==> config.mk <==
export PLATFORM = sky130hd
export DESIGN_NAME = mc_control_fsm
export DESIGN_NICKNAME = d
export VERILOG_FILES = /design/src/rtl/mc_control_fsm.sv
export SDC_FILE = /design/constraint.sdc
export NUM_CORES = 1
export LEC_CHECK = 0
export CORE_MARGIN = 2
export CORE_UTILIZATION = 45
export CTS_CLUSTER_SIZE = 30
export DETAILED_ROUTE_END_ITERATION = 6
export HOLD_SLACK_MARGIN = 0.05
export PLACE_DENSITY = 0.9
export SYNTH_ARGS = -nofsm -noshare
export SYNTH_HDL_FRONTEND = slang
export SYNTH_SLANG_ARGS = --single-unit
==> constraint.sdc <==
create_clock -name clk -period 2.1 [get_ports clk]
set_input_delay 0.315 -clock clk [delete_from_list [all_inputs] [get_ports clk]]
set_output_delay 0.315 -clock clk [all_outputs]
set_load 0.02 [all_outputs]
Figure 1. Placement by cell class.
Bar = 20 um.
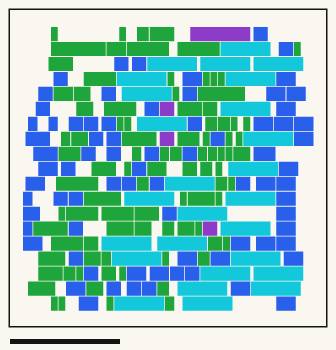
| class | colour | cells |
|---|---|---|
| remaining buffers and delay cells | blue | 76 |
| remaining logic cells | green | 90 |
| clock drivers and dummy loads | purple | 4 |
| registers | cyan | 26 |
Rows: 19
final core occ: 78.8%

Figure 2. Gate-type map.
Bar = 20 um.
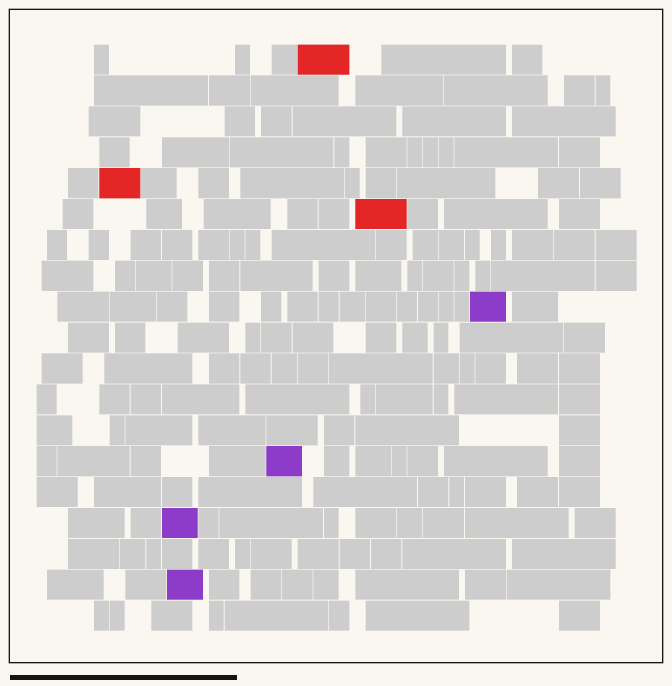
| family | colour | cells |
|---|---|---|
| fa/ha/maj cells | red | 3 |
| xor and xnor cells | purple | 4 |
Post-Layout Cell Count: 227
Comb/total area: 33.5%
most numerous logic cell after layout: buf_4

Figure 3. Sizing map.
Bar = 20 um.
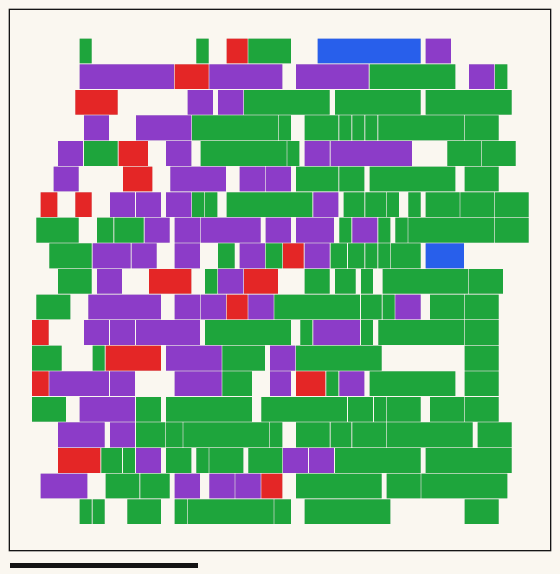
| size | colour | cells |
|---|---|---|
| x2 | red | 17 |
| x3 and x4 | purple | 60 |
| x1 and smaller | green | 117 |
| x6 and larger | blue | 2 |
Area Overhead vs Synth: 67.7%
Repair and plain buffers: 76
Finished Cell Area: 0.00215 mm2
Final Worst Setup Slack: -0.0313 ns

==> results.py <==
# Flow results
metrics = {
    "die": {
        "dieArea_mm2": 0.00330,
    },
    "cells_and_area": {
        "largest_reg_flops": 5,
        "antenna_cells": 0,
        "clk_share_pct": 2.44,
    },
    "final_timing": {
        "clock-skew-final_ns": 0.00724,
        "relSlewSlack_pct": 59.4,
        "setup_slack_ns": -0.0313,
        "setup_viol": 1,
        "fmax_ghz": 0.469,
        "hold_viol_final": 0,
        "slew_viol_final": 0,
    },
    "place": {
        "place_inst": 207,
        "io_buffer_count": 37,
        "dp_hpwl_um": 2460,
        "placed_area_mm2": 0.00185,
    },
    "clock_tree": {
        "cts_hold_buf": 0,
        "cts_resized": 22,
    },
    "critical_path": {
        "cp-start-kind": "input pin",
        "end_kind": "register",
        "critPathMaxStageDelay_ns": 0.48,
    },
    "power_and_ir_drop": {
        "p_per_area_mw_per_mm2": 602,
        "swShare_pct": 29.1,
    },
    "global_routing": {
        "antenna_found_initial": 0,
        "gr-usage-met2_pct": 44.0,
        "grt_most_used_layer": "met2",
    },
    "outcome": {
        "status": "finished, violations left",
        "violations": "setup timing",
    },
    "synthesis": {
        "largest_area_cell": "dfrtp_1",
        "synthFlopType": "dfrtp_1",
        "ys_cells": 117,
        "synth_top_cell_by_count": "dfrtp_1",
        "top_area_share_pct": 50.7,
    },
    "detailed_routing": {
        "wl_met3_um": 265,
        "wirelength_um": 3930,
        "postRouteAntennaNets": 0,
    },
}
